Fig. 1: I/O pins on the die edge
Pins as bars across the die edge, other pins in gray.
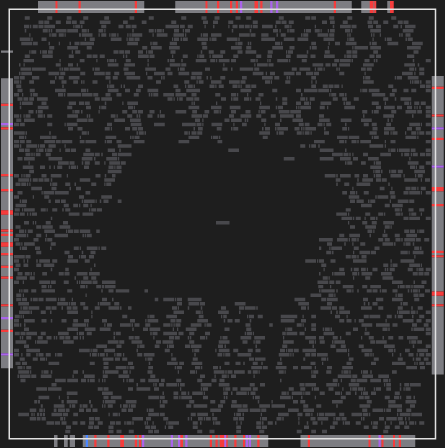
Fig. 2: signal wires on met4
The bar under the picture is 100 um long.
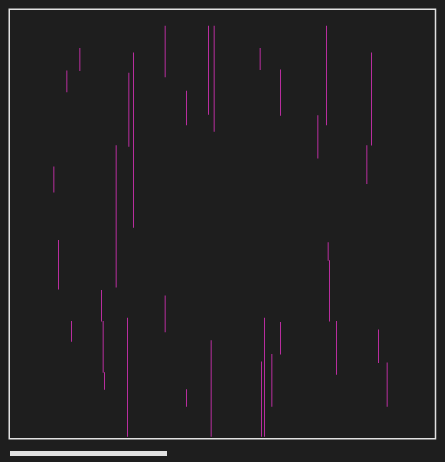
File: src/rtl/cpu_pipe_pkg.sv
// Shared pipeline definitions for the ID/EX stage slice: default widths,
// the ID->EX payload bundle and a small helper for load visibility.
package cpu_pipe_pkg;

  localparam int DEF_ADDR_WIDTH = 64;
  localparam int DEF_DATA_WIDTH = 64;
  localparam int DEF_REG_NUM    = 32;
  localparam int DEF_CTRL_WIDTH = 16;
  localparam int REG_ADDR_W     = $clog2(DEF_REG_NUM);
  localparam int SHADOW_W       = 3;

  // Payload carried from ID into EX, at the default widths.
  typedef struct packed {
    logic [DEF_ADDR_WIDTH-1:0] pc;
    logic [DEF_DATA_WIDTH-1:0] rs1_data;
    logic [DEF_DATA_WIDTH-1:0] rs2_data;
    logic [DEF_DATA_WIDTH-1:0] rs3_data;
    logic [DEF_DATA_WIDTH-1:0] imm;
    logic [REG_ADDR_W-1:0]     rd_addr;
    logic                      rd_we;
    logic                      is_load;
    logic [DEF_CTRL_WIDTH-1:0] ctrl;
  } id_ex_payload_t;

  // A load only matters to the hazard detector when it really writes a
  // non-x0 register from a valid EX slot.
  function automatic logic load_visible(input logic valid, input logic is_ld,
                                        input logic rd_we, input logic rd_nonzero);
    return valid & is_ld & rd_we & rd_nonzero;
  endfunction

endpackage

File: src/rtl/stage_hazard_shadow_ctr.sv
// Load-use shadow counter: stretches a single-cycle load_stall into
// LOAD_SHADOW bubbles and produces the combined bubble request.
module stage_hazard_shadow_ctr
  import cpu_pipe_pkg::*;
#(
  parameter int LOAD_SHADOW = 1
) (
  input  logic clk,
  input  logic rst_n,
  input  logic load_stall,
  input  logic flush,
  input  logic ex_stall,
  output logic bubble_req
);

  localparam logic [SHADOW_W-1:0] SHADOW_INIT = SHADOW_W'(LOAD_SHADOW - 1);
  localparam logic [SHADOW_W-1:0] SHADOW_ZERO = {SHADOW_W{1'b0}};
  localparam logic [SHADOW_W-1:0] SHADOW_ONE  = {{(SHADOW_W-1){1'b0}}, 1'b1};

  logic [SHADOW_W-1:0] r_cnt;

  // Counter: cleared by reset/flush, frozen by EX backpressure, armed on a new hazard.
  always_ff @(posedge clk) begin
    if (!rst_n) begin
      r_cnt <= SHADOW_ZERO;
    end else if (flush) begin
      r_cnt <= SHADOW_ZERO;
    end else if (ex_stall) begin
      r_cnt <= r_cnt;
    end else if (r_cnt != SHADOW_ZERO) begin
      r_cnt <= r_cnt - SHADOW_ONE;
    end else if (load_stall) begin
      r_cnt <= SHADOW_INIT;
    end else begin
      r_cnt <= r_cnt;
    end
  end

  assign bubble_req = load_stall | (r_cnt != SHADOW_ZERO);

endmodule

File: src/rtl/stage_id_ex_reg.sv
// ID/EX pipeline register with load-use bubble insertion, EX backpressure
// and flush. Optional bubble performance counter under STAGE_ID_EX_PERF_EN.
module stage_id_ex_reg
  import cpu_pipe_pkg::*;
#(
  parameter int ADDR_WIDTH  = DEF_ADDR_WIDTH,
  parameter int DATA_WIDTH  = DEF_DATA_WIDTH,
  parameter int REG_NUM     = DEF_REG_NUM,
  parameter int CTRL_WIDTH  = DEF_CTRL_WIDTH,
  parameter int LOAD_SHADOW = 1
) (
  input  logic                       clk,
  input  logic                       rst_n,
  input  logic                       id_valid,
  input  logic [ADDR_WIDTH-1:0]      id_pc,
  input  logic [DATA_WIDTH-1:0]      id_rs1_data,
  input  logic [DATA_WIDTH-1:0]      id_rs2_data,
  input  logic [DATA_WIDTH-1:0]      id_rs3_data,
  input  logic [DATA_WIDTH-1:0]      id_imm,
  input  logic [$clog2(REG_NUM)-1:0] id_rd_addr,
  input  logic                       id_rd_we,
  input  logic                       id_is_load,
  input  logic [CTRL_WIDTH-1:0]      id_ctrl,
  input  logic                       load_stall,
  input  logic                       flush,
  input  logic                       ex_stall,
  output logic                       id_ready,
  output logic                       ex_valid,
  output logic [ADDR_WIDTH-1:0]      ex_pc,
  output logic [DATA_WIDTH-1:0]      ex_rs1_data,
  output logic [DATA_WIDTH-1:0]      ex_rs2_data,
  output logic [DATA_WIDTH-1:0]      ex_rs3_data,
  output logic [DATA_WIDTH-1:0]      ex_imm,
  output logic [$clog2(REG_NUM)-1:0] ex_rd_addr,
  output logic                       ex_rd_we,
  output logic                       ex_is_load,
  output logic [CTRL_WIDTH-1:0]      ex_ctrl,
  output logic [$clog2(REG_NUM)-1:0] load_rd,
  output logic                       is_load
`ifdef STAGE_ID_EX_PERF_EN
  ,
  output logic [31:0]                bubble_cnt
`endif
);

  localparam int RA_W = $clog2(REG_NUM);

  typedef struct packed {
    logic [ADDR_WIDTH-1:0] pc;
    logic [DATA_WIDTH-1:0] rs1_data;
    logic [DATA_WIDTH-1:0] rs2_data;
    logic [DATA_WIDTH-1:0] rs3_data;
    logic [DATA_WIDTH-1:0] imm;
    logic [RA_W-1:0]       rd_addr;
    logic                  rd_we;
    logic                  is_load;
    logic [CTRL_WIDTH-1:0] ctrl;
  } payload_t;

  logic     w_bubble_req;
  payload_t w_id_pay;
  payload_t r_pay;
  logic     r_valid;

  stage_hazard_shadow_ctr #(
    .LOAD_SHADOW(LOAD_SHADOW)
  ) u_shadow (
    .clk       (clk),
    .rst_n     (rst_n),
    .load_stall(load_stall),
    .flush     (flush),
    .ex_stall  (ex_stall),
    .bubble_req(w_bubble_req)
  );

  assign id_ready = ~ex_stall & ~w_bubble_req;

  // Incoming payload; write-enable and load flag only survive with a valid instruction.
  always_comb begin
    w_id_pay          = {$bits(payload_t){1'b0}};
    w_id_pay.pc       = id_pc;
    w_id_pay.rs1_data = id_rs1_data;
    w_id_pay.rs2_data = id_rs2_data;
    w_id_pay.rs3_data = id_rs3_data;
    w_id_pay.imm      = id_imm;
    w_id_pay.rd_addr  = id_rd_addr;
    w_id_pay.rd_we    = id_rd_we & id_valid;
    w_id_pay.is_load  = id_is_load & id_valid;
    w_id_pay.ctrl     = id_ctrl;
  end

  // EX register: reset > flush > hold > bubble (data held) > normal advance.
  always_ff @(posedge clk) begin
    if (!rst_n) begin
      r_valid <= 1'b0;
      r_pay   <= {$bits(payload_t){1'b0}};
    end else if (flush) begin
      r_valid       <= 1'b0;
      r_pay.rd_we   <= 1'b0;
      r_pay.is_load <= 1'b0;
    end else if (ex_stall) begin
      r_valid <= r_valid;
      r_pay   <= r_pay;
    end else if (w_bubble_req && id_valid) begin
      r_valid       <= 1'b0;
      r_pay.rd_we   <= 1'b0;
      r_pay.is_load <= 1'b0;
    end else begin
      r_valid <= id_valid;
      r_pay   <= w_id_pay;
    end
  end

  assign ex_valid    = r_valid;
  assign ex_pc       = r_pay.pc;
  assign ex_rs1_data = r_pay.rs1_data;
  assign ex_rs2_data = r_pay.rs2_data;
  assign ex_rs3_data = r_pay.rs3_data;
  assign ex_imm      = r_pay.imm;
  assign ex_rd_addr  = r_pay.rd_addr;
  assign ex_rd_we    = r_pay.rd_we;
  assign ex_is_load  = r_pay.is_load;
  assign ex_ctrl     = r_pay.ctrl;
  assign load_rd     = r_pay.rd_addr;
  assign is_load     = load_visible(r_valid, r_pay.is_load, r_pay.rd_we,
                                    r_pay.rd_addr != {RA_W{1'b0}});

`ifdef STAGE_ID_EX_PERF_EN
  logic        w_bubble_slot;
  logic [31:0] r_bubble_cnt;

  assign w_bubble_slot = ~flush & ~ex_stall & w_bubble_req & id_valid;

  // Saturating count of bubbles actually inserted into EX.
  always_ff @(posedge clk) begin
    if (!rst_n) begin
      r_bubble_cnt <= 32'd0;
    end else if (w_bubble_slot && (r_bubble_cnt != 32'hFFFF_FFFF)) begin
      r_bubble_cnt <= r_bubble_cnt + 32'd1;
    end else begin
      r_bubble_cnt <= r_bubble_cnt;
    end
  end

  assign bubble_cnt = r_bubble_cnt;
`endif

endmodule

File: config.mk
export PLATFORM = sky130hd
export DESIGN_NAME = stage_id_ex_reg
export DESIGN_NICKNAME = d
export VERILOG_FILES = /design/src/rtl/cpu_pipe_pkg.sv /design/src/rtl/stage_hazard_shadow_ctr.sv /design/src/rtl/stage_id_ex_reg.sv
export SDC_FILE = /design/constraint.sdc
export NUM_CORES = 1
export LEC_CHECK = 0
export CAP_MARGIN = 10
export CORE_AREA = 2 2 269 271
export CTS_CLUSTER_SIZE = 25
export DETAILED_ROUTE_END_ITERATION = 8
export DIE_AREA = 0 0 271 273
export MAX_ROUTING_LAYER = met4
export PLACE_DENSITY_LB_ADDON = 0.08
export REMOVE_ABC_BUFFERS = 1
export SYNTH_ARGS = -nofsm -noshare
export SYNTH_HDL_FRONTEND = slang
export SYNTH_SLANG_ARGS = --single-unit
File: constraint.sdc
create_clock -name clk -period 4.2 [get_ports clk]
set_input_delay 0.63 -clock clk [delete_from_list [all_inputs] [get_ports clk]]
set_output_delay 0.63 -clock clk [all_outputs]
set_load 0.005 [all_outputs]
==> run notes <==
Implementation run completed; key figures follow.

Outcome:
- The run finished with clean final reports.

Final timing:
- The run puts the final tally of setup violations at 0.
- Between clock sinks in the finished design, the worst skew comes to 0.0146 ns.
- The run gives the max-slew violation total from the final report as 0.
- The run puts the share of the cycle needed by the critical path after routing at 64.1%.
- At the pin with the least slew margin, the transition time is 0.813 ns.
- The run puts the time the worst path needs with I/O delays and setup at 2.69 ns.
- The run puts the least setup slack across all paths after layout at 1.51 ns.
- For reference, the final report shows the hold violation count at 0.

Worst setup path:
- The run gives the endpoint required time on the critical path as 3.57 ns.
- The run puts the highest net fanout along the worst path at 4.
- The run gives the nature of the critical path endpoint as an output port.
- The critical path in this run is classified as flip-flop to output port.
- The worst setup path is launched from a flip-flop.
- The cell sequence reported for the critical path is nor2_1, ha_1, nand2b_4, nor2_1, clkdlybuf4s50_1.
- The run puts the critical path arrival at 2.06 ns.
- On the worst path, the slowest cell contributes a delay of 0.51 ns.

Finish:
- The run puts the final-layout non-clock buffer area share at 31.4%.
- The run puts the share of the core filled with cells in the final layout at 32.6%.
- The run gives the combinational gate area as 6170 um^2.
- The number of antenna diodes in the final layout is 10.
- In the final design database the tool counted 2,521 nets.
- The final layout report lists a non-clock buffer count of 721.
- The post-route netlist has 4.45% of its cells at a drive strength greater than 1.
- The run gives the growth of design area from synthesis to finish as 66.9%.
- The run gives the combinational share of cell area as 26.6%.
- Of the total standard cell area in the layout, the sequential portion is 30.0%.
- There are 347 flip-flops and latches.
- After filler insertion, the fill cell instance count of the layout stands at 7,337.
- Ranked by total area, the top cell class in this layout is non-clock buffers.
- Clock cells make up 6.71% of the layout cell area.

Global route:
- The run puts the met3 capacity usage during global routing at 5.06%.
- Overall routing resource usage recorded by global route was 14.6%.
- The run gives the largest net degree at the start of global routing as 119.
- The run puts the met2 demand-to-capacity share in global routing at 26.1%.
- The initial antenna violation count is 10.

Drt:
- The run gives the DRC violation count after routing as 0.
- After detailed routing, the number of vias per cell comes to 3.89.
- The run gives the violation tally from detailed-route iteration zero as 433.
- Dividing the detail-routed wire length by the instance count gives 17.3 um.

Yosys:
- Of the post-synthesis cell area, the part taken by muxes is 24.6%.
- Of the total synthesized cell area, the portion taken by AND, OR, NAND and NOR gates is 19.1%.
- The synthesized netlist devotes 0.505% of its cell area to compound gates.
- The run puts the count of flip-flops with a built-in enable after synthesis at 0.
- The run puts the total of flip-flops plus latches after synthesis at 347.
- sky130_fd_sc_hd__dfxtp_1 takes more of the synthesized area than any other cell.
- Per the Yosys statistics, synthesis produced 1,520 cells.
- The run puts the synthesized cell area at 13,900 um^2.
- The run puts the number of standard cells after synthesis at 1,520.
- By area the synthesized netlist is led by sky130_fd_sc_hd__dfxtp_1 50%, sky130_fd_sc_hd__mux2i_1 25%, sky130_fd_sc_hd__nand2_1 18%.
- The run gives the total number of yosys warnings as 0.
- The run gives the chip area estimate from yosys synthesis as 13,900 um^2.
- The area fraction of the largest cell type after synthesis is 50.0%.
- The synthesis report gives the async set-or-reset register share as 0%.

Floorplanning:
- The run gives the count of standard-cell rows as 98.
- The run puts the pre-placement core utilization at 19.6%.
- 700 I/O pins were placed.
- The die covers 74,000 um^2.
- According to the floorplan report, the placeable core area is 71,000 um^2.

Placement:
- The run gives the half-perimeter wire length of the detailed placement result as 40.7 mm.
- The run puts the placer congestion estimate at 0.802.
- The placed instances occupy a cell area of 21,600 um^2.

Clocking:
- The run puts the clock insertion delay at the later pin of the skew report at 0.56 ns.
- The run gives the number of buffers on the longest clock path as 3.
- The H-tree was split into 2 levels.
- The run puts the clock-pin slew on the worst setup and hold paths at 0.05 ns.
- Post-CTS repair changed the size of 0 cells.
- CTS placed an instance of sky130_fd_sc_hd__clkbuf_16 at the clock tree root.
- The run gives the CTS tree as yes.
- The run gives the number of post-CTS setup repair buffers as 0.

Flow run:
- The run gives the max-cap violation count as 0.
- The logs give a warning total of 31.

Hold path:
- The run gives the type of the most critical hold path as flip-flop to flip-flop.

Power and ir drop:
- The worst VDD IR drop from the latest analysis is 0.274 mV.
- The run puts the static power due to leakage at 8.60 nW.
- Total power normalized to cell area comes to 376 nW/um^2.
Notes on Fig. 1 above:
Key: id_ctrl = purple [pins 16, direction input, edge 8 bottom, 3 left, 3 top, 2 right]; ex_rs2_data = red [pins 64, direction output, edge 22 bottom, 16 top, 15 left, 11 right]; id_rd_we = blue [pins 1, direction input, edge bottom]
All pins by edge: 214 bottom, 209 top, 140 right, 137 left.
die extent in y: 273 um
Die X: 271 um
IO buf count: 699

Notes on Fig. 2 above:
The layer holds 2.3% of the routed length. The wires run mostly vertical. The layer carries 1,280 um of wire. 13 nets have wire on it.
Total Routed Length: 54.8 mm
Vias: 12,313

-- power by group --
group / internal [mW] / leakage [nW] / switching [mW] / total, mW
Sequential: 3.45 / 2.83 / 0.0813 / 3.53
Clock: 2.46 / 0.769 / 1.55 / 4.01
Combinational: 0.718 / 5.00 / 0.459 / 1.18
-- stage by stage --
stage               TNS [ns]  hold slack, ns  instances
finish                     0           0.453       3164
global route               0           0.465       3164
CTS                        0           0.456       3154
detailed placement         0           0.445       3071
global placement           0           0.441       3071
floorplan           -5812.35           0.448       1400
-- cell usage in the layout, fill, tap and decap left out, drive strengths merged, types with 5 or more instances in the layout --
master and instances:
dfxtp 347, clkbuf 75, nor2 6, mux2i 341, clkdlybuf4s50 698, a21oi 5, buf 23, diode 10
nand2 682, clkinv 6
-- path summary, 6_finish.rpt --
kind | start | end | slack (ns) | depth (start not counted)
max | u_shadow.r_cnt[0]$_SDFFE_PP0P_ | id_ready | 1.51 | 5
min | ex_rs3_data[46]$_SDFFE_PN0P_ | ex_rs3_data[46]$_SDFFE_PN0P_ | 0.45 | 2
max reg2reg | u_shadow.r_cnt[0]$_SDFFE_PP0P_ | ex_rs2_data[54]$_SDFFE_PN0P_ | 1.66 | 7
min reg2reg | ex_rs3_data[46]$_SDFFE_PN0P_ | ex_rs3_data[46]$_SDFFE_PN0P_ | 0.45 | 2
-- critical path: cells and delay by family (launching register included) --
kind	cells	cell delay (ns)
simple gates	3	0.38
buf+inv	1	0.51
flops	1	0.33
fa+ha+maj	1	0.29
-- metal layers --
layer  part of all wire [%]  wire, um
met3                    7.6      4150
met2                     52     28500
met1                     38     20800
met5                      0         0
met4                    2.3      1280
Power is estimated from default activity; no workload was simulated.
